--- src/rtl/nav_pkg.sv ---
// Shared definitions for the pipe-cleaner robot navigation slice:
// controller state encoding, orientation codes and turn-sequence lengths.
package nav_pkg;

    // Controller states; PARADO must stay at zero so the reset value is the idle state.
    typedef enum logic [2:0] {
        PARADO  = 3'd0,
        AVALIA  = 3'd1,
        GIRA    = 3'd2,
        AVANCA  = 3'd3,
        REMOVE  = 3'd4,
        TRAVADO = 3'd5
    } estado_t;

    // Heading codes used by the orientation tracker fed from girar.
    typedef enum logic [2:0] {
        NORTE = 3'b001,
        OESTE = 3'b010,
        LESTE = 3'b011,
        SUL   = 3'b100
    } orient_t;

    // A left turn is one girar cycle; a right turn is three left turns in a row.
    localparam logic [1:0] VOLTAS_ESQUERDA = 2'd1;
    localparam logic [1:0] VOLTAS_DIREITA  = 2'd3;

endpackage

--- src/rtl/controle_navegacao_if.sv ---
// Sensor / action bundle between the navigation controller and its environment.
// The slave side is the controller; the master side drives the sensors.
interface controle_navegacao_if;
    import nav_pkg::*;

    logic iniciar;
    logic head;
    logic left;
    logic lixo;
    logic girar;
    logic avancar;
    logic remover;
    logic travado;

    modport master (
        output iniciar, head, left, lixo,
        input  girar, avancar, remover, travado
    );

    modport slave (
        input  iniciar, head, left, lixo,
        output girar, avancar, remover, travado
    );

endinterface

--- src/rtl/controle_navegacao.sv ---
// Navigation controller: left-hand wall follower with debris removal and
// stuck detection. Moore machine; every action output is a decode of the
// registered state, so an asynchronous reset drops them immediately.
module controle_navegacao
    import nav_pkg::*;
#(
    parameter int REMOVE_CYCLES = 4,
    parameter int STUCK_TURNS   = 8
) (
    input  logic                   clockc3,
    input  logic                   reset,
    controle_navegacao_if.slave    nav_bus
);

    localparam int GW = $clog2(STUCK_TURNS + 1);

    localparam logic [GW-1:0] GIRO_LIMITE = GW'(STUCK_TURNS);
    localparam logic [GW-1:0] GIRO_UM     = GW'(1);
    localparam logic [3:0]    REM_CARGA   = 4'(REMOVE_CYCLES);

    estado_t         r_estado;
    logic            r_ja_avancou;
    logic [1:0]      r_voltas;
    logic [3:0]      r_cnt_rem;
    logic [GW-1:0]   r_cnt_giro;

    estado_t         w_estado_prox;
    logic            w_ja_avancou_prox;
    logic [1:0]      w_voltas_prox;
    logic [3:0]      w_cnt_rem_prox;
    logic [GW-1:0]   w_cnt_giro_prox;

    // State and counter registers, cleared asynchronously by reset.
    always_ff @(posedge clockc3 or posedge reset) begin
        if (reset) begin
            r_estado     <= PARADO;
            r_ja_avancou <= 1'b0;
            r_voltas     <= 2'd0;
            r_cnt_rem    <= 4'd0;
            r_cnt_giro   <= '0;
        end else begin
            // NOTE: non-blocking here so every register samples the pre-edge values.
            r_estado     <= w_estado_prox;
            r_ja_avancou <= w_ja_avancou_prox;
            r_voltas     <= w_voltas_prox;
            r_cnt_rem    <= w_cnt_rem_prox;
            r_cnt_giro   <= w_cnt_giro_prox;
        end
    end

    // Next-state and counter update: sensors only matter in AVALIA, iniciar only in PARADO.
    always_comb begin
        // NOTE: hold-current defaults first so no path leaves a variable unassigned (no latches).
        w_estado_prox     = r_estado;
        w_ja_avancou_prox = r_ja_avancou;
        w_voltas_prox     = r_voltas;
        w_cnt_rem_prox    = r_cnt_rem;
        w_cnt_giro_prox   = r_cnt_giro;

        case (r_estado)
            PARADO: begin
                if (nav_bus.iniciar) begin
                    w_estado_prox = AVALIA;
                end
            end

            AVALIA: begin
                if (r_cnt_giro >= GIRO_LIMITE) begin
                    w_estado_prox = TRAVADO;
                end else if (nav_bus.lixo) begin
                    w_estado_prox  = REMOVE;
                    w_cnt_rem_prox = REM_CARGA;
                end else if (!nav_bus.left && r_ja_avancou) begin
                    // Wall on the left vanished after a step: follow it round the corner.
                    w_estado_prox     = GIRA;
                    w_voltas_prox     = VOLTAS_ESQUERDA;
                    w_ja_avancou_prox = 1'b0;
                end else if (!nav_bus.head) begin
                    w_estado_prox = AVANCA;
                end else begin
                    // Blocked ahead: turn right as three left turns.
                    w_estado_prox = GIRA;
                    w_voltas_prox = VOLTAS_DIREITA;
                end
            end

            GIRA: begin
                w_voltas_prox   = r_voltas - 2'd1;
                w_cnt_giro_prox = (r_cnt_giro >= GIRO_LIMITE) ? GIRO_LIMITE
                                                              : r_cnt_giro + GIRO_UM;
                if (r_voltas == 2'd1) begin
                    w_estado_prox = AVALIA;
                end
            end

            AVANCA: begin
                w_ja_avancou_prox = 1'b1;
                w_cnt_giro_prox   = '0;
                w_estado_prox     = AVALIA;
            end

            REMOVE: begin
                w_cnt_rem_prox = r_cnt_rem - 4'd1;
                if (r_cnt_rem == 4'd1) begin
                    w_estado_prox = AVALIA;
                end
            end

            TRAVADO: begin
                w_estado_prox = TRAVADO;
            end

            default: begin
                w_estado_prox = PARADO;
            end
        endcase
    end

    assign nav_bus.girar   = (r_estado == GIRA);
    assign nav_bus.avancar = (r_estado == AVANCA);
    assign nav_bus.remover = (r_estado == REMOVE);
    assign nav_bus.travado = (r_estado == TRAVADO);

endmodule

--- src/flat_wrapper.sv ---
// flat-port wrapper written by rule: the top's interface ports become plain ports
module controle_navegacao_flat import nav_pkg::*;
#(
    parameter int REMOVE_CYCLES = 4,
    parameter int STUCK_TURNS   = 8
)
  (clockc3, reset, nav_bus_iniciar, nav_bus_head, nav_bus_left, nav_bus_lixo, nav_bus_girar, nav_bus_avancar, nav_bus_remover, nav_bus_travado);
  controle_navegacao_if nav_bus_i ();
  input  logic clockc3;
  input  logic reset;
  input wire logic [$bits(nav_bus_i.iniciar)-1:0] nav_bus_iniciar;
  input wire logic [$bits(nav_bus_i.head)-1:0] nav_bus_head;
  input wire logic [$bits(nav_bus_i.left)-1:0] nav_bus_left;
  input wire logic [$bits(nav_bus_i.lixo)-1:0] nav_bus_lixo;
  output wire logic [$bits(nav_bus_i.girar)-1:0] nav_bus_girar;
  output wire logic [$bits(nav_bus_i.avancar)-1:0] nav_bus_avancar;
  output wire logic [$bits(nav_bus_i.remover)-1:0] nav_bus_remover;
  output wire logic [$bits(nav_bus_i.travado)-1:0] nav_bus_travado;
  assign nav_bus_i.iniciar = nav_bus_iniciar;
  assign nav_bus_i.head = nav_bus_head;
  assign nav_bus_i.left = nav_bus_left;
  assign nav_bus_i.lixo = nav_bus_lixo;
  assign nav_bus_girar = nav_bus_i.girar;
  assign nav_bus_avancar = nav_bus_i.avancar;
  assign nav_bus_remover = nav_bus_i.remover;
  assign nav_bus_travado = nav_bus_i.travado;
  controle_navegacao #(.REMOVE_CYCLES(REMOVE_CYCLES), .STUCK_TURNS(STUCK_TURNS)) u_core (.clockc3(clockc3), .reset(reset), .nav_bus(nav_bus_i));
endmodule
--- config.mk ---
export PLATFORM = sky130hd
export DESIGN_NAME = controle_navegacao_flat
export DESIGN_NICKNAME = d
export VERILOG_FILES = /design/src/rtl/nav_pkg.sv /design/src/rtl/controle_navegacao_if.sv /design/src/rtl/controle_navegacao.sv /design/src/flat_wrapper.sv
export SDC_FILE = /design/constraint.sdc
export NUM_CORES = 1
export LEC_CHECK = 0
export CAP_MARGIN = 20
export CELL_PAD_IN_SITES_DETAIL_PLACEMENT = 0
export CELL_PAD_IN_SITES_GLOBAL_PLACEMENT = 1
export CORE_UTILIZATION = 44
export CTS_CLUSTER_SIZE = 10
export DETAILED_ROUTE_END_ITERATION = 6
export PLACE_DENSITY = 0.92
export SYNTH_ARGS = -nofsm -noshare
export SYNTH_HDL_FRONTEND = slang
export SYNTH_SLANG_ARGS = --single-unit
--- constraint.sdc ---
create_clock -name clockc3 -period 2.7 [get_ports clockc3]
set_input_delay 0.54 -clock clockc3 [delete_from_list [all_inputs] [get_ports clockc3]]
set_output_delay 0.54 -clock clockc3 [all_outputs]
set_load 0.05 [all_outputs]
clock_wires.png
(10 px per um)
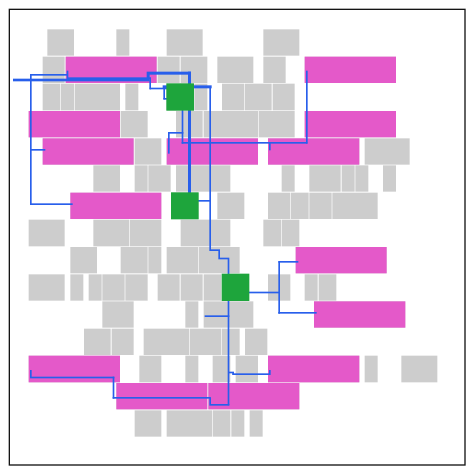
Key: magenta = flip-flops [count 14]; blue = clock wires [length 182 um]; green = clock-net drivers [count 3]
There are 4 routed clock nets.
final setup skew: 0.003918 ns
Clock group: 0.150 mW

==> run notes <==
* **FF+latch area** 350.3 um2
* **vias per cell** 5.190
* **maximum operating frequency** 393.6 MHz
* **H-Tree Level Count** 1
* **number of logged tool warnings** 29
* **synthesis-to-layout area growth** 16.74%
* **total negative slack** 0 ns
* **max-capacitance violation count** 0
* **post-route antenna net violation count** 0
* **crit path max fanout** 10
* **clock buffer count from CTS** 3
* **adder-cell area share of the yosys netlist** 0.07541
* **Pins Over Slew Limit** 0
* **iteration count of the initial detailed-routing pass** 4
* **setup-violating endpoint count in the final report** 0
* **largest vdd supply drop** 0.6248 mV
* **routed metal-1 wirelength** 770 um
* **Hold Path Class** reg2reg
* **count of endpoints failing hold in the final timing report** 0
* **Post-synth regs** 14
* **proportion of synthesized area in mux cells** 0.01207
* **clock tree buffer depth** 2
* **Top cells excl fill/tap** 14 x sky130_fd_sc_hd__dfrtp_1, 10 x sky130_fd_sc_hd__inv_1, 7 x sky130_fd_sc_hd__clkdlybuf4s50_1
* **CP endpoint kind** output port
* **post-synthesis xor/xnor area fraction** 0
* **setup repair after global routing missed its margin** no
* **Logic family by area** simple AND/OR/NAND/NOR gates
* **Leakage** 0.4209 nW
* **synthesized area divided by synthesized cell count** 9.759 um2
* **Worst Path Arrival** 2.00 ns
* **post-layout power** 1.077 mW
* **critical path class** reg2out
* **Worst setup endpoint** nav_bus_avancar
* **Reg2Reg Launch Point** u_core.r_estado[2]$_DFFE_PP0P_
* **first-pass GRT wire length** 2470 um
* **per-cell routed wire length** 12.24 um
* **synthesized-area fraction occupied by ao, oa, aoi and oai cells** 0.1750
* **status** completed
* **length in cells of the worst reg-to-reg path** 4
* **total clock sinks** 14
* **Worst Path Required** 2.16 ns
* **chip area estimate from yosys synthesis** 829.5 um2
* **floorplan die area** 0.002063 mm2
* **clock tree from TritonCTS** yes
* **ratio of final minimum period to clock period** 0.9410
* **number of nets in the finished design** 108
* **Netlist Area Pre-Place** 829.5 um2
m3.png
(10 px per um)
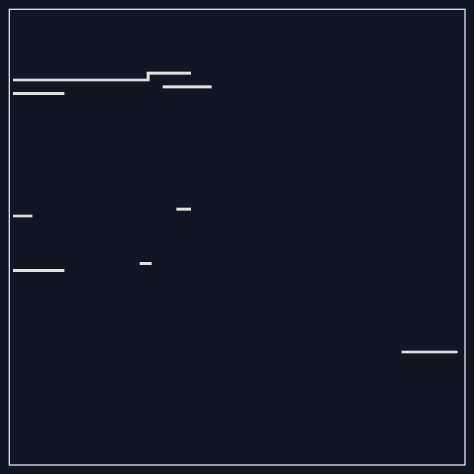
The longest straight run is 13.3 um. The layer holds 2.8% of the routed length. The layer carries 41.4 um of wire.

-- metrics by stage --
| step | setup WS (ns) | instance area (um2) | hold slack, ns |
|---|---|---|---|
| 6_report | 0.1594 | 968.4 | 0.4846 |
| 5_1_grt | 0.04835 | 968.4 | 0.5235 |
| 4_1_cts | 0.1645 | 968.4 | 0.4901 |
| 3_5_place_dp | 0.4659 | 932.1 | 0.4781 |
| 3_3_place_gp | 0.5128 | 932.1 | 0.4717 |
| 2_1_floorplan | 0.3029 | 829.5 | 0.4292 |
-- area by class of cell --
class / instances / share of cell area
multi-input cells: 58 / 0.4341
clock buffers: 4 / 0.03747
inverters: 10 / 0.03876
flip-flops and latches: 14 / 0.3618
well taps: 25 / 0.03230
repair buffers: 10 / 0.09561
-- worst max-delay path, stage by stage (launching register included) --
cell and delay [ns]:
sky130_fd_sc_hd__dfrtp_1 0.52, sky130_fd_sc_hd__and2b_1 0.22, sky130_fd_sc_hd__and2_1 0.18, sky130_fd_sc_hd__clkdlybuf4s50_1 0.81
-- routing by layer --
layer / track usage / up-vias
met1: 0.2563 / 290
met3: 0.04762 / 2
met5: 0 / -
li1: - / 327
met4: 0.09091 / 0
met2: 0.2257 / 9
-- power breakdown --
group	switching, mW	internal, mW	leakage [nW]
registers	0.0936	0.297	0.173
logic	0.298	0.238	0.227
clock network	0.0681	0.0820	0.0210
-- synthesized netlist by cell type --
cell	instances	area, um2
sky130_fd_sc_hd__or2_2	1	6.260
sky130_fd_sc_hd__or3_1	1	6.260
sky130_fd_sc_hd__inv_1	10	37.54
sky130_fd_sc_hd__nor4b_2	2	30.03
sky130_fd_sc_hd__dfrtp_1	14	350.3
sky130_fd_sc_hd__a31oi_1	3	18.77
sky130_fd_sc_hd__nor3b_1	1	7.510
sky130_fd_sc_hd__nor2b_1	1	6.260
sky130_fd_sc_hd__or4b_4	1	13.76
sky130_fd_sc_hd__and3_1	1	6.260
sky130_fd_sc_hd__o31ai_1	3	22.52
sky130_fd_sc_hd__ha_1	5	62.56
sky130_fd_sc_hd__o21ai_0	4	20.02
sky130_fd_sc_hd__o32ai_1	1	8.760
sky130_fd_sc_hd__buf_6	1	11.26
sky130_fd_sc_hd__o22ai_1	2	12.51
sky130_fd_sc_hd__nand4bb_1	1	11.26
sky130_fd_sc_hd__o21a_1	1	7.510
sky130_fd_sc_hd__a21oi_1	3	15.01
sky130_fd_sc_hd__mux2i_1	1	10.01
sky130_fd_sc_hd__a41oi_1	1	8.760
sky130_fd_sc_hd__a22oi_1	2	15.01
sky130_fd_sc_hd__nand2_1	4	15.01
sky130_fd_sc_hd__and2_1	2	12.51
sky130_fd_sc_hd__o211ai_1	1	7.510
sky130_fd_sc_hd__nor3_1	2	10.01
sky130_fd_sc_hd__nor2_1	4	15.01
sky130_fd_sc_hd__nor4b_1	1	8.760
sky130_fd_sc_hd__and2b_1	1	7.510
sky130_fd_sc_hd__or3b_2	1	8.760
sky130_fd_sc_hd__buf_2	2	10.01
sky130_fd_sc_hd__nand2b_1	6	37.54
sky130_fd_sc_hd__o2bb2ai_1	1	8.760
Power figures rest on the tool's default switching activity, not on a simulated workload.
